--- src/rtl/apb4_slave_mem_bridge.sv ---
// APB4 completer in front of a single-ported SRAM-style memory: request/ready command
// handshake, read-valid return, range/protection decode errors and a bounded wait.
module apb4_slave_mem_bridge #(
    parameter int unsigned DATA_WIDTH  = 32,
    parameter int unsigned ADDR_WIDTH  = 12,
    parameter int unsigned STRB_WIDTH  = DATA_WIDTH / 8,
    parameter int unsigned MEM_DEPTH   = 256,
    parameter bit          SECURE_ONLY = 1'b0,
    parameter int unsigned RD_TIMEOUT  = 16
) (
    input  logic                  PCLK,
    input  logic                  PRESETn,
    input  logic [ADDR_WIDTH-1:0] PADDR,
    input  logic [2:0]            PPROT,
    input  logic                  PSEL,
    input  logic                  PENABLE,
    input  logic                  PWRITE,
    input  logic [DATA_WIDTH-1:0] PWDATA,
    input  logic [STRB_WIDTH-1:0] PSTRB,
    output logic                  PREADY,
    output logic [DATA_WIDTH-1:0] PRDATA,
    output logic                  PSLVERR,
    output logic                  mem_req,
    input  logic                  mem_ready,
    output logic [ADDR_WIDTH-1:0] mem_addr,
    output logic                  mem_write,
    output logic [STRB_WIDTH-1:0] mem_strb,
    output logic [DATA_WIDTH-1:0] mem_wdata,
    input  logic                  mem_rvalid,
    input  logic [DATA_WIDTH-1:0] mem_rdata
);

    typedef enum logic [1:0] {StIdle, StMemReq, StRdWait, StResp} state_e;

    localparam int unsigned           OffW       = $clog2(STRB_WIDTH);
    localparam int unsigned           AddrLimit  = MEM_DEPTH * STRB_WIDTH;
    localparam logic [ADDR_WIDTH-1:0] AddrMask   = ~ADDR_WIDTH'((1 << OffW) - 1);
    localparam logic [7:0]            TimeoutVal = 8'(RD_TIMEOUT);

    state_e                  state_q, state_d;
    logic [7:0]              cnt_q, cnt_d;
    logic                    abort_q, abort_d;
    logic                    pready_q, pready_d;
    logic                    pslverr_q, pslverr_d;
    logic [DATA_WIDTH-1:0]   prdata_q, prdata_d;
    logic                    mem_req_q, mem_req_d;
    logic [ADDR_WIDTH-1:0]   mem_addr_q, mem_addr_d;
    logic                    mem_write_q, mem_write_d;
    logic [STRB_WIDTH-1:0]   mem_strb_q, mem_strb_d;
    logic [DATA_WIDTH-1:0]   mem_wdata_q, mem_wdata_d;

    logic                    decode_err;
    logic                    drop;
    logic                    done;
    logic                    err;
    logic [DATA_WIDTH-1:0]   rdata;
    logic [31:0]             paddr_ext;
    logic                    unused_prot;

    assign paddr_ext   = 32'(PADDR);
    assign decode_err  = (paddr_ext >= AddrLimit) || (SECURE_ONLY && PPROT[1]);
    assign drop        = abort_q || !PSEL;
    assign unused_prot = ^{PPROT[2], PPROT[0]};

    always_comb begin
        state_d     = state_q;
        cnt_d       = cnt_q;
        abort_d     = abort_q;
        pready_d    = 1'b0;
        pslverr_d   = 1'b0;
        prdata_d    = '0;
        mem_req_d   = mem_req_q;
        mem_addr_d  = mem_addr_q;
        mem_write_d = mem_write_q;
        mem_strb_d  = mem_strb_q;
        mem_wdata_d = mem_wdata_q;
        done        = 1'b0;
        err         = 1'b0;
        rdata       = '0;

        unique case (state_q)
            StIdle: begin
                if (PSEL && !PENABLE) begin
                    if (decode_err) begin
                        state_d   = StResp;
                        pready_d  = 1'b1;
                        pslverr_d = 1'b1;
                    end else begin
                        state_d     = StMemReq;
                        cnt_d       = '0;
                        abort_d     = 1'b0;
                        mem_req_d   = 1'b1;
                        mem_addr_d  = PADDR & AddrMask;
                        mem_write_d = PWRITE;
                        mem_strb_d  = PWRITE ? PSTRB : '0;
                        mem_wdata_d = PWDATA;
                    end
                end
            end
            StMemReq: begin
                cnt_d   = cnt_q + 8'd1;
                abort_d = drop;
                if (mem_ready) begin
                    mem_req_d = 1'b0;
                    if (mem_write_q) begin
                        done = 1'b1;
                    end else begin
                        state_d = StRdWait;
                    end
                end else if (cnt_d >= TimeoutVal) begin
                    mem_req_d = 1'b0;
                    done      = 1'b1;
                    err       = 1'b1;
                end
            end
            StRdWait: begin
                cnt_d   = cnt_q + 8'd1;
                abort_d = drop;
                if (mem_rvalid) begin
                    done  = 1'b1;
                    rdata = mem_rdata;
                end else if (cnt_d >= TimeoutVal) begin
                    done = 1'b1;
                    err  = 1'b1;
                end
            end
            StResp: begin
                state_d = StIdle;
            end
            default: begin
                state_d = StIdle;
            end
        endcase

        // A transfer abandoned by the requester finishes its memory side silently.
        if (done) begin
            if (drop) begin
                state_d = StIdle;
            end else begin
                state_d   = StResp;
                pready_d  = 1'b1;
                pslverr_d = err;
                prdata_d  = rdata;
            end
        end
    end

    always_ff @(posedge PCLK or negedge PRESETn) begin
        if (!PRESETn) begin
            state_q     <= StIdle;
            cnt_q       <= '0;
            abort_q     <= 1'b0;
            pready_q    <= 1'b0;
            pslverr_q   <= 1'b0;
            prdata_q    <= '0;
            mem_req_q   <= 1'b0;
            mem_addr_q  <= '0;
            mem_write_q <= 1'b0;
            mem_strb_q  <= '0;
            mem_wdata_q <= '0;
        end else begin
            state_q     <= state_d;
            cnt_q       <= cnt_d;
            abort_q     <= abort_d;
            pready_q    <= pready_d;
            pslverr_q   <= pslverr_d;
            prdata_q    <= prdata_d;
            mem_req_q   <= mem_req_d;
            mem_addr_q  <= mem_addr_d;
            mem_write_q <= mem_write_d;
            mem_strb_q  <= mem_strb_d;
            mem_wdata_q <= mem_wdata_d;
        end
    end

    assign PREADY    = pready_q;
    assign PSLVERR   = pslverr_q;
    assign PRDATA    = prdata_q;
    assign mem_req   = mem_req_q;
    assign mem_addr  = mem_addr_q;
    assign mem_write = mem_write_q;
    assign mem_strb  = mem_strb_q;
    assign mem_wdata = mem_wdata_q;

endmodule

--- config.mk ---
export PLATFORM = sky130hd
export DESIGN_NAME = apb4_slave_mem_bridge
export DESIGN_NICKNAME = d
export VERILOG_FILES = /design/src/rtl/apb4_slave_mem_bridge.sv
export SDC_FILE = /design/constraint.sdc
export NUM_CORES = 1
export LEC_CHECK = 0
export ABC_AREA = 1
export CAP_MARGIN = 20
export CORE_MARGIN = 4
export CORE_UTILIZATION = 30
export CTS_BUF_LIST = sky130_fd_sc_hd__clkbuf_4
export DETAILED_ROUTE_END_ITERATION = 10
export PLACE_DENSITY = 0.6
export SYNTH_ARGS = -nofsm -noshare
export SYNTH_HDL_FRONTEND = slang
export SYNTH_SLANG_ARGS = --single-unit
--- constraint.sdc ---
create_clock -name PCLK -period 2.4 [get_ports PCLK]
set_clock_uncertainty 0.1 [all_clocks]
set_input_delay 0.24 -clock PCLK [delete_from_list [all_inputs] [get_ports PCLK]]
set_output_delay 0.24 -clock PCLK [all_outputs]
set_load 0.01 [all_outputs]
**Run 1: selected gate families**

Scale: 2 px per µm.
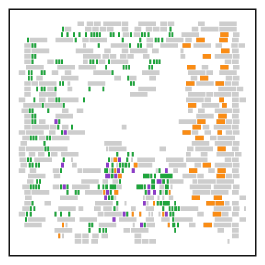
[nor cells] orange | cells: 46
[nand cells] green | cells: 187
[aoi and oai cells] purple | cells: 22
Post-Layout Cell Count: 743
most instantiated logic cell after routing: nand2_1
Comb/total area: 0.240

**Run 1: routed clock nets over the placement**

Scale: 4 px per µm.
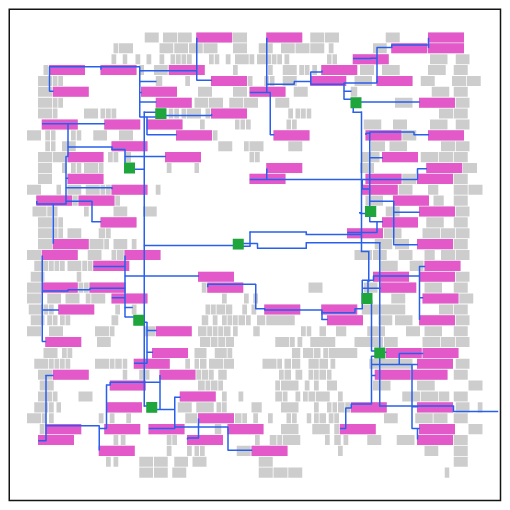
[clock-net drivers] green | count: 9
[flip-flops] magenta | count: 93
[clock wires] blue | length: 1210 µm
flops lie: widely spread
routed clock nets: 10
Clk pwr share: 0.166
clk pwr: 0.917 mW
clk ins delay skew pair: 0.44 ns

**Run 1: M3 wires**

Scale: 4 px per µm.
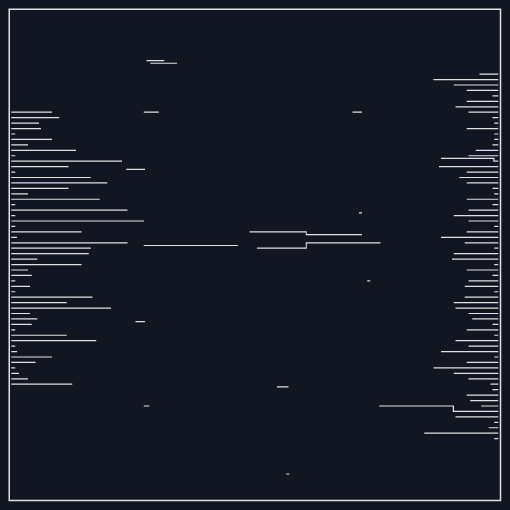
main direction: horizontal
wire length on this layer: 1100 µm
nets with wire on the layer: 123
met3 usage: 0.0571
WL final: 10300 µm

-- run 1: final cells by class --
| cell class | count | area share |
|---|---|---|
| multi-input cells | 266 | 0.240 |
| clock inverters | 6 | 0.0132 |
| well taps | 172 | 0.0360 |
| inverters | 21 | 0.0132 |
| flip-flops and latches | 93 | 0.389 |
| repair buffers | 176 | 0.297 |
| clock buffers | 9 | 0.0113 |
-- run 1: sequential cells by signal, summed over array words and instances, names as in the netlist --
signal,cells
PRDATA,32
PSLVERR,1
mem_req,1
abort_q,1
mem_write,1
PREADY,1
cnt_q,8
mem_addr,10
mem_wdata,32
state_q,2
mem_strb,4
-- run 1: layer usage --
layer / vias up / GRT usage
met3: 13 / 0.0571
met2: 135 / 0.222
met5: - / 0
met1: 1507 / 0.170
li1: 1574 / -
met4: 0 / 0.0588
==> results.txt, run 1 <==
Total Routing Usage GR = 0.140
max-cap violations = 0
area share, top type = 0.592
initial DRC count = 140
number of max-slew violations in the final report = 0
Relative slew margins = 0.652
setup repair after global routing missed its margin = no
Post-CTS Setup Inserts = 0
row count = 41
top-count cell post-synth = nand2_1
sequential power = 2.30 mW
worst stage delay on the critical path = 0.44 ns
Multiplexer share = 0
first-pass GRT wire length = 16400 µm
Post-synth seq share = 0.592
WP depth = 10
Worst R2R Start = cnt_q[0]
Worst setup EP type = flip-flop
yosys stat area = 3930 µm²
tally of yosys warning messages = 0
DP Cell Count = 727
XOR-XNOR Cells, Area Fraction = 0.00446
GPL Wtd Cong = 0.858
DR WL met3 = 1100 µm
grt total ovfl = 0
DRT met1 WL = 4320 µm
Place WS = 0.276 ns
nets@finish = 663
Cell Area, Synth = 3930 µm²
CTS H-tree depth = 3
startpoint types = flip-flop
DP HPWL = 7510 µm
Bufs and invs on worst path = 1
Worst EP required = 2.66 ns
layout overhead on the synthesized area = 52.1%
largest family of logic cells by area = simple AND/OR/NAND/NOR gates
worst-margin pin slew = 0.522 ns
chip width = 122 µm
Layout fillers = 1245
I/O Pins = 174
drt pass-1 iters = 4
dominant cell type by area after synthesis = dfrtp_1
routed vias/inst = 4.35
Finished Cell Area = 5980 µm²
status = finished, final reports clean
post-route ant nets = 0
Netlist cell types = 27
average size of a mapped cell = 9.90 µm²
total CTS buffers = 9
top sig layer = met4
IO Port Bufs = 166
list of most frequent post-synthesis cells = nand2_1 (169), dfrtp_1 (93), nor3b_2 (29), inv_1 (20), o21ai_0 (15)
Worst path slowest cell = dfrtp_1
die area = 15000 µm²
Pre-Place Util = 0.309
wire length on met2 = 4690 µm
Max VDD drop = 478 µV
crit-path cells = ha_1 > nand3_2 > xor2_1 > nor2_2 > nand3_2 > nand2_1 > nand2_2 > nand3_4 > buf_12 > nor3b_1
CTS resizes = 0
vias in the first global route = 3352
Period minus WS final = 2.11 ns
and+or+nand+nor area frac = 0.307
==> run 1 -> run 2 <==
Settings changed: PLACE_DENSITY 0.6 to not set.
==> run 2 against run 1 <==
Area after synthesis is the same. Cell area is the same. Worst hold slack is the same. Fmax is the same. Synthesized cell count is the same. Critical path depth is the same. Power is the same. Clock power is essentially flat. Global-route usage is the same. Register-to-register slack is essentially flat. Sequential share of layout area is the same. Combinational power is essentially flat.
==> results.txt, run 2 <==
Relative slew margins = 0.652
yosys stat area = 3930 µm²
worst stage delay on the critical path = 0.44 ns
top sig layer = met4
setup repair after global routing missed its margin = no
and+or+nand+nor area frac = 0.307
area share, top type = 0.592
GPL Wtd Cong = 0.858
Final Cycle Share = 0.880
met2 Use GR = 0.222
max-cap violations = 0
Period minus WS final = 2.11 ns
WHS = 0.106 ns
die height = 122 µm
status = finished, final reports clean
Pre-Place Util = 0.309
DRT met1 WL = 4320 µm
DP Cell Count = 727
Bufs and invs on worst path = 1
IO Port Bufs = 166
largest family of logic cells by area = simple AND/OR/NAND/NOR gates
Clk pwr share = 0.166
wire length on met2 = 4690 µm
row count = 41
DR WL met3 = 1100 µm
worst-margin pin slew = 0.522 ns
dominant cell type by area after synthesis = dfrtp_1
initial DRC count = 140
number of max-slew violations in the final report = 0
Post-Layout Cell Count = 743
Multiplexer share = 0
routed vias/inst = 4.35
WP depth = 10
post-route ant nets = 0
top-count cell post-synth = nand2_1
crit-path cells = ha_1 > nand3_2 > xor2_1 > nor2_2 > nand3_2 > nand2_1 > nand2_2 > nand3_4 > buf_12 > nor3b_1
startpoint types = flip-flop
CTS tree = done
Critical path origin = cnt_q[0]
Finished Cell Area = 5980 µm²
drt pass-1 iters = 4
CP arrival = 2.38 ns
Netlist cell types = 27
Max VDD drop = 478 µV
final core utilization = 0.470
grt total ovfl = 0
Crit path top cell by count = nand3_2
CTS H-tree depth = 3
Worst path slowest cell = dfrtp_1
Cell Area, Synth = 3930 µm²
average size of a mapped cell = 9.90 µm²
Place WS = 0.276 ns
most used routing layer = met2
list of most frequent post-synthesis cells = nand2_1 (169), dfrtp_1 (93), nor3b_2 (29), inv_1 (20), o21ai_0 (15)
sequential power = 2.30 mW
Worst setup EP type = flip-flop
nets@finish = 663
DP HPWL = 7510 µm
chip width = 122 µm
Post-CTS Setup Inserts = 0
XOR-XNOR Cells, Area Fraction = 0.00446
Post-Synth AOI/OAI Area = 0.0315
Post-synth seq share = 0.592
I/O Pins = 174
layout overhead on the synthesized area = 52.1%
vias in the first global route = 3352
tally of yosys warning messages = 0
Worst EP required = 2.66 ns
most instantiated logic cell after routing = nand2_1
die area = 15000 µm²
Worst R2R Start = cnt_q[0]
clk pwr = 0.917 mW
WL final = 10300 µm
first-pass GRT wire length = 16400 µm
grt met1 use = 0.170
-- run 2: cell counts after synthesis --
No cell type changed its count.
-- run 2: timing repair --
item	CTS	global route
hold endpoints to repair	93	0
hold buffers	1	0
endpoints found under the setup margin	0	0
resized	0	0
-- run 2: cell families after synthesis --
logic type | Yosys count
AND/OR/NAND/NOR | 233
flip-flops | 93
buffers and inverters | 39
AND-OR/OR-AND | 23
adder cells (fa/ha/maj) | 6
XOR/XNOR | 2
other | 1
-- run 2: cell type report --
cell class,instances,area [µm²]
fill,1245,6750
clock inverter,6,78.8
tap,172,215
multi-input combinational,266,1430
inverter,21,78.8
clock buffer,9,67.6
timing repair buffer,176,1770
sequential,93,2330
**Run 2: the clock network**

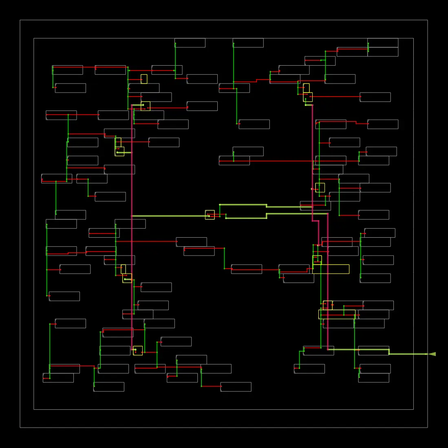
clkbuf count: 9
flip-flops: 93
# clock sinks: 93
total CTS buffers: 9

**Run 2: routed metal, one colour a layer**

Scale: 2 px per µm.
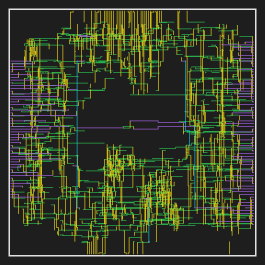
[M1] green | wire length: 4320 µm
[M4] cyan | wire length: 180 µm
[M3] purple | wire length: 1100 µm
[M2] yellow | wire length: 4690 µm
Total Routing Usage GR: 0.140
via count: 3229

**Run 2: M3 wires**

Scale: 4 px per µm.
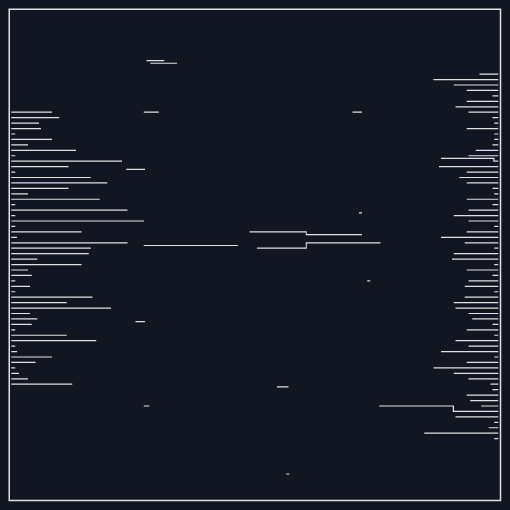
main direction: horizontal
wire length on this layer: 1100 µm
nets with wire on the layer: 123
share of all routed wire: 11%

==> run 2 -> run 3 <==
Settings changed: HOLD_SLACK_MARGIN set to 0.03, REMOVE_ABC_BUFFERS set to 1.
==> run 3 against run 2 <==
Largest power group unchanged. First-iteration DRC count rose by 4.3%. Area after synthesis did not move. Count of clock-buffer cells in the layout did not move. Die size did not move. Highest routed layer unchanged. Power rose by 3.4%.
==> results.txt, run 3 <==
# clock sinks = 93
Netlist cell types = 27
clk ins delay skew pair = 0.45 ns
status = finished, final reports clean
DRT met1 WL = 4220 µm
Clk pwr share = 0.189
largest family of logic cells by area = simple AND/OR/NAND/NOR gates
DP Cell Count = 725
max-cap violations = 0
GPL Wtd Cong = 0.793
drt pass-1 iters = 4
Seq/total area = 0.386
die area = 15000 µm²
DP HPWL = 7520 µm
routed vias/inst = 4.34
and+or+nand+nor area frac = 0.307
Max VDD drop = 362 µV
wire length on met2 = 4920 µm
chip width = 122 µm
NonClk Buf Share = 0.297
grt met1 use = 0.166
#MultiIn Comb = 266
Gate Area = 1440 µm²
clk pwr = 1.08 mW
die height = 122 µm
# hold bufs at CTS = 1
Pre-Place Util = 0.309
most used routing layer = met2
number of max-slew violations in the final report = 0
row count = 41
Layout fillers = 1247
CTS resizes = 0
sequential power = 2.28 mW
tap cells = 172
final core utilization = 0.474
Crit path top cell by count = nand3_2
Inverters excl. clock = 21
Multiplexer share = 0
crit-path cells = ha_1 > nand3_2 > xor2_1 > nor2_2 > nand3_2 > nand2_1 > nand2_2 > nand3_4 > buf_12 > nor3b_1
initial DRC count = 146
-- run 3: cell counts after synthesis --
No cell type changed its count.
-- run 3: path summary, 6_finish.rpt --
check | from | end | slack [ns] | cells after the start
setup / recovery | cnt_q[0] | PRDATA[1] | 0.24 | 10
hold / removal | PWDATA[16] | mem_wdata[16] | 0.20 | 3
setup reg to reg | cnt_q[0] | PRDATA[1] | 0.24 | 10
hold reg to reg | mem_wdata[22] | mem_wdata[22] | 0.40 | 2
max in group asynchronous | PRESETn | mem_wdata[17] | 1.24 | 3
min in group asynchronous | PRESETn | cnt_q[7] | 0.29 | 2
-- run 3: critical path: cells and delay by family (launching register included) --
family	cells	cell delay [ns]
buffers and inverters	1	0.23
XOR/XNOR	1	0.22
flip-flops	1	0.44
adder cells (fa/ha/maj)	1	0.25
AND/OR/NAND/NOR	7	0.81
**Run 3: selected gate families**

Scale: 2 px per µm.
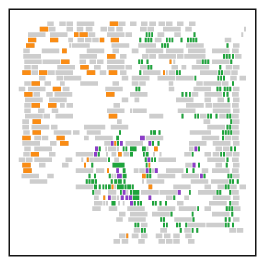
[nor cells] orange | cells: 46
[nand cells] green | cells: 187
[aoi and oai cells] purple | cells: 22
Comb/total area: 0.238
Post-Layout Cell Count: 744

**Run 3: M3 wires**

Scale: 4 px per µm.
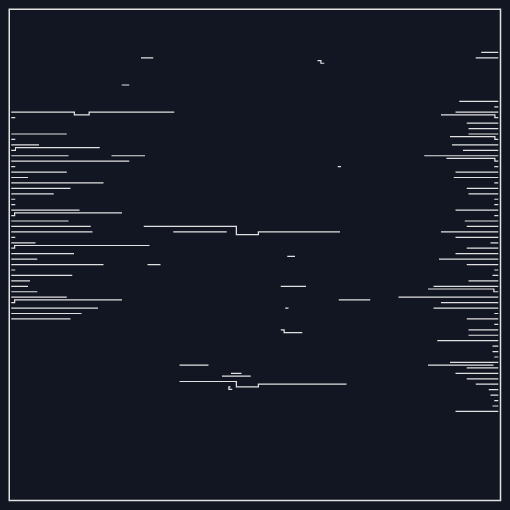
longest straight run: 33.6 µm
share of all routed wire: 11%
wire length on this layer: 1140 µm
WL final: 10400 µm
met3 usage: 0.0650

**Run 3: routed metal, one colour a layer**

Scale: 2 px per µm.
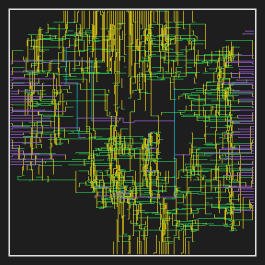
[M1] green | wire length: 4220 µm
[M2] yellow | wire length: 4920 µm
[M4] cyan | wire length: 143 µm
[M3] purple | wire length: 1140 µm
via count: 3228
Total Routing Usage GR: 0.140
Routed wire per std cell: 14.0 µm

Power and IR drop assume default switching activity.
